[src/rtl/cpu_pipe_pkg.sv]
`default_nettype none
// ============================================================================
// Module   : cpu_pipe_pkg
// Brief    : Shared decode/execute control types, opcodes and field masks.
// Revision : 1.0
// ============================================================================
package cpu_pipe_pkg;

    localparam int unsigned OPCODE_W = 4;

    localparam logic [OPCODE_W-1:0] OP_SUB    = 4'b0000;
    localparam logic [OPCODE_W-1:0] OP_ADD    = 4'b0001;
    localparam logic [OPCODE_W-1:0] OP_AND    = 4'b0010;
    localparam logic [OPCODE_W-1:0] OP_OR     = 4'b0011;
    localparam logic [OPCODE_W-1:0] OP_BEQ    = 4'b0100;
    localparam logic [OPCODE_W-1:0] OP_BNE    = 4'b0101;
    localparam logic [OPCODE_W-1:0] OP_BLT    = 4'b0110;
    localparam logic [OPCODE_W-1:0] OP_BGT    = 4'b0111;
    localparam logic [OPCODE_W-1:0] OP_MOVI   = 4'b1000;
    localparam logic [OPCODE_W-1:0] OP_LDR    = 4'b1001;
    localparam logic [OPCODE_W-1:0] OP_STR    = 4'b1010;
    localparam logic [OPCODE_W-1:0] OP_CMP    = 4'b1011;
    localparam logic [OPCODE_W-1:0] OP_MOVR   = 4'b1100;
    localparam logic [OPCODE_W-1:0] OP_BUBBLE = 4'b1111;

    typedef struct packed {
        logic       select_next_pc;
        logic       wbs;
        logic       mm;
        logic [2:0] alu_op;
        logic [1:0] ri;
        logic       wre;
        logic       wm;
        logic       am;
        logic       ni;
        logic       wme;
        logic       alu_mux;
        logic       alu_mux1;
        logic       rde;
    } ctrl_t;

    localparam ctrl_t CTRL_BUBBLE = '0;

    // A 1 marks a field the given opcode actually defines; everything else is don't-care.
    function automatic ctrl_t ctrl_mask(input logic [OPCODE_W-1:0] opcode);
        ctrl_t m;
        m = '1;
        case (opcode)
            OP_SUB, OP_ADD, OP_AND, OP_OR, OP_CMP, OP_MOVR: begin
                m.am  = 1'b0;
                m.wme = 1'b0;
            end
            OP_BEQ, OP_BNE, OP_BLT, OP_BGT: begin
                m.wbs    = 1'b0;
                m.alu_op = '0;
                m.wm     = 1'b0;
                m.am     = 1'b0;
                m.wme    = 1'b0;
                if (opcode == OP_BLT) begin
                    m.alu_mux1 = 1'b0;
                end
            end
            OP_MOVI: begin
                m.alu_op = '0;
                m.wme    = 1'b0;
            end
            OP_LDR: begin
                m.wme = 1'b0;
            end
            OP_STR: begin
                m.wbs = 1'b0;
                m.wm  = 1'b0;
            end
            default: begin
                m = '0;
            end
        endcase
        return m;
    endfunction

endpackage
`default_nettype wire

[src/rtl/id_ex_stage_reg_ctrl_sanitize.sv]
`default_nettype none
// ============================================================================
// Module   : ctrl_sanitize
// Brief    : Forces decoder don't-care control fields to zero; flags illegal opcodes.
// Revision : 1.0
// ============================================================================
module ctrl_sanitize
    import cpu_pipe_pkg::*;
(
    input  logic [OPCODE_W-1:0] opcode,
    input  ctrl_t               in_ctrl,
    output ctrl_t               out_ctrl,
    output logic                illegal
);

    ctrl_t w_mask;

    assign w_mask   = ctrl_mask(opcode);
    assign out_ctrl = ctrl_t'(in_ctrl & w_mask);
    assign illegal  = (opcode > OP_MOVR);

endmodule
`default_nettype wire

[src/rtl/id_ex_stage_reg.sv]
`default_nettype none
// ============================================================================
// Module   : id_ex_stage_reg
// Brief    : ID/EX pipeline register with stall, flush and control sanitization.
// Revision : 1.0
// ============================================================================
module id_ex_stage_reg
    import cpu_pipe_pkg::*;
#(
    parameter int DATA_W = 32,
    parameter int PC_W   = 32,
    parameter int REG_AW = 4
) (
    input  logic                clk,
    input  logic                rst,
    input  logic                stall,
    input  logic                flush,
    input  logic                in_valid,
    input  logic [OPCODE_W-1:0] in_opcode,
    input  ctrl_t               in_ctrl,
    input  logic [PC_W-1:0]     in_pc,
    input  logic [DATA_W-1:0]   in_rd1,
    input  logic [DATA_W-1:0]   in_rd2,
    input  logic [DATA_W-1:0]   in_imm,
    input  logic [REG_AW-1:0]   in_rs1,
    input  logic [REG_AW-1:0]   in_rs2,
    input  logic [REG_AW-1:0]   in_rd,
    output logic                ex_valid,
    output logic [OPCODE_W-1:0] ex_opcode,
    output ctrl_t               ex_ctrl,
    output logic [PC_W-1:0]     ex_pc,
    output logic [DATA_W-1:0]   ex_rd1,
    output logic [DATA_W-1:0]   ex_rd2,
    output logic [DATA_W-1:0]   ex_imm,
    output logic [REG_AW-1:0]   ex_rs1,
    output logic [REG_AW-1:0]   ex_rs2,
    output logic [REG_AW-1:0]   ex_rd,
    output logic                illegal_op
);

    ctrl_t w_clean_ctrl;
    logic  w_illegal;
    logic  w_take;

    logic                r_valid;
    logic [OPCODE_W-1:0] r_opcode;
    ctrl_t               r_ctrl;
    logic [PC_W-1:0]     r_pc;
    logic [DATA_W-1:0]   r_rd1;
    logic [DATA_W-1:0]   r_rd2;
    logic [DATA_W-1:0]   r_imm;
    logic [REG_AW-1:0]   r_rs1;
    logic [REG_AW-1:0]   r_rs2;
    logic [REG_AW-1:0]   r_rd;
    logic                r_illegal;

    ctrl_sanitize u_ctrl_sanitize (
        .opcode   (in_opcode),
        .in_ctrl  (in_ctrl),
        .out_ctrl (w_clean_ctrl),
        .illegal  (w_illegal)
    );

    // Only a valid, legal instruction is captured; anything else becomes a bubble.
    assign w_take = in_valid && !w_illegal;

    always_ff @(posedge clk) begin
        if (rst) begin
            r_valid   <= 1'b0;
            r_opcode  <= '0;
            r_ctrl    <= CTRL_BUBBLE;
            r_pc      <= '0;
            r_rd1     <= '0;
            r_rd2     <= '0;
            r_imm     <= '0;
            r_rs1     <= '0;
            r_rs2     <= '0;
            r_rd      <= '0;
            r_illegal <= 1'b0;
        end else if (flush || (!stall && !w_take)) begin
            r_valid   <= 1'b0;
            r_opcode  <= OP_BUBBLE;
            r_ctrl    <= CTRL_BUBBLE;
            r_pc      <= '0;
            r_rd1     <= '0;
            r_rd2     <= '0;
            r_imm     <= '0;
            r_rs1     <= '0;
            r_rs2     <= '0;
            r_rd      <= '0;
            if (!flush && in_valid && w_illegal) begin
                r_illegal <= 1'b1;
            end
        end else if (!stall) begin
            r_valid   <= 1'b1;
            r_opcode  <= in_opcode;
            r_ctrl    <= w_clean_ctrl;
            r_pc      <= in_pc;
            r_rd1     <= in_rd1;
            r_rd2     <= in_rd2;
            r_imm     <= in_imm;
            r_rs1     <= in_rs1;
            r_rs2     <= in_rs2;
            r_rd      <= in_rd;
        end
    end

    assign ex_valid   = r_valid;
    assign ex_opcode  = r_opcode;
    assign ex_ctrl    = r_ctrl;
    assign ex_pc      = r_pc;
    assign ex_rd1     = r_rd1;
    assign ex_rd2     = r_rd2;
    assign ex_imm     = r_imm;
    assign ex_rs1     = r_rs1;
    assign ex_rs2     = r_rs2;
    assign ex_rd      = r_rd;
    assign illegal_op = r_illegal;

endmodule
`default_nettype wire
[config.mk]
export PLATFORM = sky130hd
export DESIGN_NAME = id_ex_stage_reg
export DESIGN_NICKNAME = d
export VERILOG_FILES = /design/src/rtl/cpu_pipe_pkg.sv /design/src/rtl/id_ex_stage_reg_ctrl_sanitize.sv /design/src/rtl/id_ex_stage_reg.sv
export SDC_FILE = /design/constraint.sdc
export NUM_CORES = 1
export LEC_CHECK = 0
export CAP_MARGIN = 5
export CORE_AREA = 2 2 126 128
export DETAILED_ROUTE_END_ITERATION = 12
export DIE_AREA = 0 0 128 130
export GPL_ROUTABILITY_DRIVEN = 0
export PLACE_DENSITY = 0.92
export SLEW_MARGIN = 20
export SYNTH_ARGS = -nofsm -noshare
export SYNTH_HDL_FRONTEND = slang
export SYNTH_SLANG_ARGS = --single-unit
[constraint.sdc]
create_clock -name clk -period 5.5 [get_ports clk]
set_input_delay 1.65 -clock clk [delete_from_list [all_inputs] [get_ports clk]]
set_output_delay 1.65 -clock clk [all_outputs]
set_load 0.01 [all_outputs]
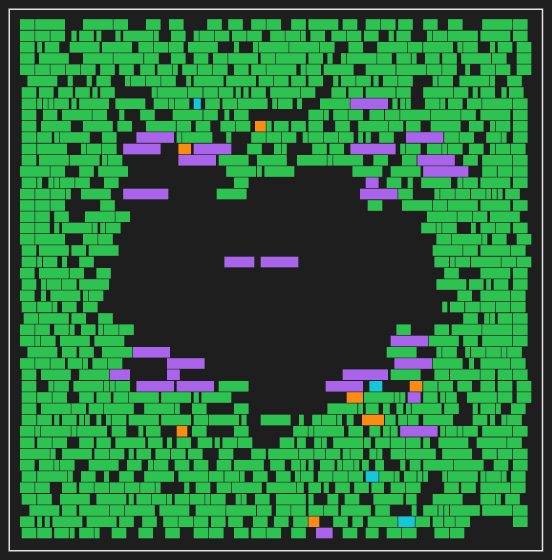
**Above:** run 1 (cell sizes after repair).
| size | colour | cells |
|---|---|---|
| x2 | cyan | 4 |
| x3 and x4 | orange | 7 |
| x1 and smaller | green | 834 |
| x6 and larger | purple | 27 |
synth-to-layout area growth: 68.2%
final instance area: 9760 µm²

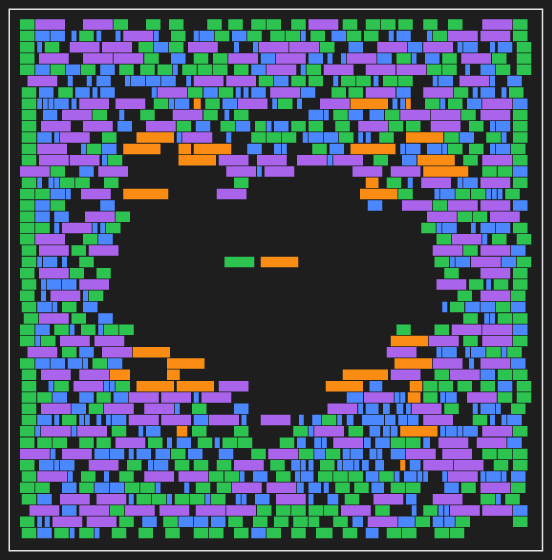
**Above:** run 1 (cell classes on the final placement).
| class | colour | cells |
|---|---|---|
| remaining buffers and delay cells | green | 329 |
| remaining logic cells | blue | 350 |
| sequential cells | purple | 162 |
| clock drivers and dummy loads | orange | 31 |
std cell rows: 46
CORE AREA: 15,400 µm²
Final Util: 63.3%
register share of the cell area: 33.2%

==> reports/qor.yml, run 1 <==
grt:
  antenna_found_initial: 0
  grt-busiest-layer: "met2"
  grt_pass1_wl_um: 24400
  gr-usage-met3_pct: 7.46
finish:
  nonClkBufAreaFrac_pct: 33.8
  inverters: 1
  post_route_cells_drive_above_1_share_pct: 4.36
  num-clock-buffers: 20
  antenna_cells: 0
  seq_cells: 162
run:
  warning_count: 26
yosys:
  ys_ff: 162
  ys_cells: 548
  ys_area_um2: 5800
  top_cell: "dfxtp_1"
  synth_area_um2: 5800
  simple_gate_share_pct: 13.0
  common_cells: "dfxtp_1 (162), nor2_1 (161), mux2i_1 (140)"
  ys_sh_adder_pct: 0
  synth-edff-count: 0
die:
  die-area_um2: 16600
  fp.dieH_um: 130
  initCoreUtil_pct: 37.6
critical_path:
  r2r_cells: 4
  crit_path_max_incr_delay_ps: 530
clock_network:
  post-cts-setup-buffers: 0
  cts.sinks: 162
  clock.latency.late_pin_ps: 410
  ctsResizeCount: 0
  cts_tree: "done"
drt:
  wl_met2_um: 8300
  drc: 0
  wire_per_inst_um: 15.6
outcome:
  status: "finished clean"
final_timing:
  finalHoldViolations: 0
  finalCritPeriodShare_pct: 64.6
  slew_headroom_pct: 28.9
power_and_ir_drop:
  power_leakage_nw: 3.97
  ir_worst_vdd_mv: 0.200
placed_design:
  dp_cells: 1033
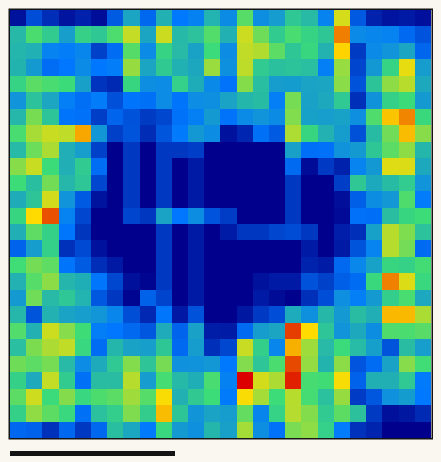
**Above:** run 1 (wiring heat map).
Scale bar: 50 µm. 26 x 26 tiles, from dark blue (low) to red (high), scaled to the fullest tile. Values are wire area over tile area, all layers added.
mean over tiles: 0.17
tiles over half the peak: 20%
emptiest ninth of the die: centre
fullest tile: 0.52

[run 1: how the worst max path moves through the flow]
stage,to,slack (ps),from,depth (start not counted)
2_1_floorplan,ex_imm[10]$_SDFFE_PP0N_,2520,in_opcode[0],7
3_3_place_gp,ex_rs1[0]$_SDFFE_PP0N_,1650,stall,4
3_5_place_dp,ex_pc[15]$_SDFFE_PP0N_,1560,in_opcode[0],6
4_1_cts,ex_pc[15]$_SDFFE_PP0N_,2000,in_opcode[0],6
5_1_grt,ex_rs2[0]$_SDFFE_PP0N_,1850,in_opcode[0],6
6_report,ex_pc[15]$_SDFFE_PP0N_,1950,in_opcode[1],6
[run 1: cells in the final DEF (no fill, tap or decap), drive strengths merged, types with 2 or more instances in the layout]
cell,n
a21oi,6
a22o,3
a22oi,8
a32oi,2
buf,4
bufinv,4
clkbuf,20
clkdlybuf4s50,325
clkinv,3
dfxtp,162
inv,4
mux2i,140
nand2,3
nand3b,2
nor2,161
nor2b,4
nor3,5
nor3b,2
or3b,3
[run 1: power groups by stage]
stage / Clock, mW / Combinational (mW) / Sequential [mW]
detailed placement: 0 / 0.363 / 1.26
CTS: 1.27 / 0.366 / 1.23
global route: 1.31 / 0.387 / 1.23
global placement: 0 / 0.356 / 1.25
finish: 1.24 / 0.362 / 1.23
floorplan: 0 / 0.133 / 1.27
[run 1: registers in the layout, indices dropped and copies added, names as in the netlist]
signal      flops
ex_ctrl        16
ex_imm         32
ex_opcode       4
ex_pc          32
ex_rd           4
ex_rd1         32
ex_rd2         32
ex_rs1          4
ex_rs2          4
ex_valid        1
illegal_op      1
[run 1: critical path, delay by kind of cell]
family,cells,cell delay (ps)
buffers and inverters,2,830
AOI/OAI and AO/OA,2,740
and+or+nand+nor,2,580
**Run 1: congestion heat map**

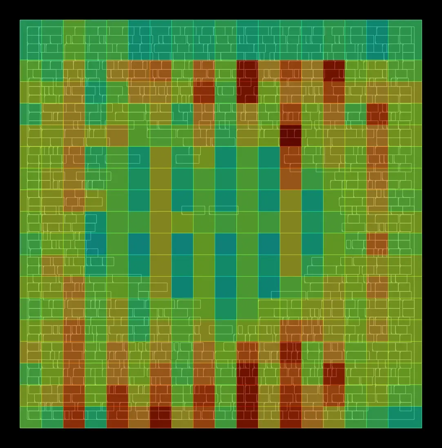

## Run 2: what changed since run 1
- CORE_AREA: 2 2 126 128 -> 2 2 132 134
- DIE_AREA: 0 0 128 130 -> 0 0 134 136
- PLACE_DENSITY: 0.92 -> 0.88
- clock period: 5.5 -> 3.25 ns (I/O delays scaled with it)
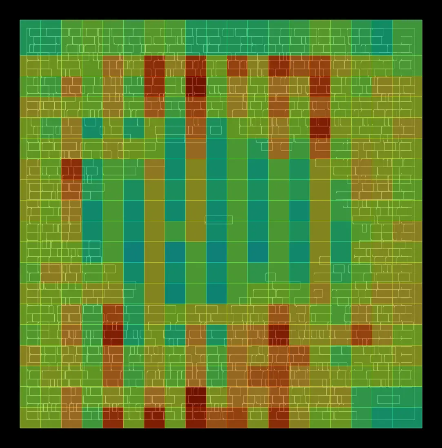
**Above:** run 2 (congestion heat map).
Final Util: 58.4%
GRT Resource Usage Total: 17.3%

==> run 2 against run 1 <==
Effect of this change:
- setup slack got worse by 1200 ps
- design area increased by 1.1%
- routed wire length decreased by 0.74%
- global-route usage shrank 1.3 points
- first-iteration DRC count unchanged
- sequential share of layout area down 0.35 points
- register-to-register slack worse by 2300 ps
- sequential power up 69%
- combinational power rose by about 70%
- clock-buffer cell count is 1 lower
- total power grew 69%
- largest cell class unchanged
- highest routed layer unchanged
==> reports/qor.yml, run 2 <==
outcome:
  status: "finished clean"
final_timing:
  slew_headroom_pct: 64.4  # +36 points
  finalHoldViolations: 0  # unchanged
finish:
  antenna_cells: 0  # unchanged
  post_route_cells_drive_above_1_share_pct: 5.02  # +0.66 points
  layout.cells.most_common_list: "clkdlybuf4s50_1 (325), dfxtp_1 (162), nor2_1 (161), mux2i_1 (140), clkbuf_16 (17)"
  layout.cells.most_common: "clkdlybuf4s50_1"
  area_delta_synth_final_pct: 70.0
clock_network:
  ctsResizeCount: 0  # unchanged
  cts.sinks: 162  # unchanged
  clock.latency.late_pin_ps: 410  # about the same
drt:
  wire_per_inst_um: 15.0  # -4.2%
yosys:
  ys_ff: 162  # unchanged
  ys_cells: 548  # unchanged
  ys_area_um2: 5800  # unchanged
  ys_sh_adder_pct: 0  # unchanged
  simple_gate_share_pct: 13.0  # unchanged
grt:
  antenna_found_initial: 0  # unchanged
power_and_ir_drop:
  power_leakage_nw: 3.99  # +0.46%
  ir_worst_vdd_mv: 0.322  # +61%
die:
  die-area_um2: 18200  # +9.5%
  fp.dieH_um: 136  # +4.6%
  core_area_um2: 16900  # +9.4%
critical_path:
  critical-path-top-delay-family: "buffers and inverters"
  path_buffers: 2  # unchanged
  crit_path_max_incr_delay_ps: 520  # about the same
[run 2: cell counts after synthesis]
Identical to the previous run, type by type.
[run 2: power groups by stage]
stage,clock [mW],combinational [mW],sequential (mW)
floorplan,0,0.226,2.15
global placement,0,0.609,2.12
detailed placement,0,0.618,2.13
CTS,2.14,0.623,2.08
global route,2.22,0.661,2.09
finish,2.09,0.617,2.08
[run 2: final cells by class]
| class | count | area (µm²) |
|---|---|---|
| clock buffers | 19 | 443 |
| inverters | 1 | 3.75 |
| repair buffers | 333 | 3370 |
| multi-input cells | 349 | 2350 |
| well taps | 225 | 282 |
| clock inverters | 13 | 174 |
| flip-flops and latches | 162 | 3240 |
| fillers | 1401 | 7020 |
[run 2: worst reg2reg max path, stage by stage, from the launching register on]
cell,delay [ps]
dfxtp_1,320
nor2b_1,110
a21oi_1,50
nor2_1,100
nor2_1,60
[run 2: final timing paths]
path	endpoint	cells past startpoint
max	ex_rd1[5]$_SDFFE_PP0N_	6
min	ex_valid$_SDFFE_PP0N_	2
min reg2reg	ex_valid$_SDFFE_PP0N_	2
max reg2reg	ex_opcode[2]$_SDFFE_PP0P_	4
[run 2: routing by layer]
metal	vias to the layer above	share of wire [%]	GRT usage [%]
li1	2478	-	-
met1	2321	40	19.3
met2	218	49	29.8
met3	23	9.3	6.71
met4	0	1.9	6.91
met5	-	0	0
[run 2: kinds of logic after synthesis]
group	Yosys count
buffers and inverters	37
flip-flops	162
AND/OR/NAND/NOR	184
multiplexers	141
AND-OR/OR-AND	23
XOR/XNOR	1
[run 2: stage by stage]
stage,hold WS [ps],instance area [µm²]
2_1_floorplan,474,5800
3_3_place_gp,437,9240
3_5_place_dp,442,9240
4_1_cts,452,9860
5_1_grt,469,9860
6_report,449,9860
Power is estimated from default activity; no workload was simulated.
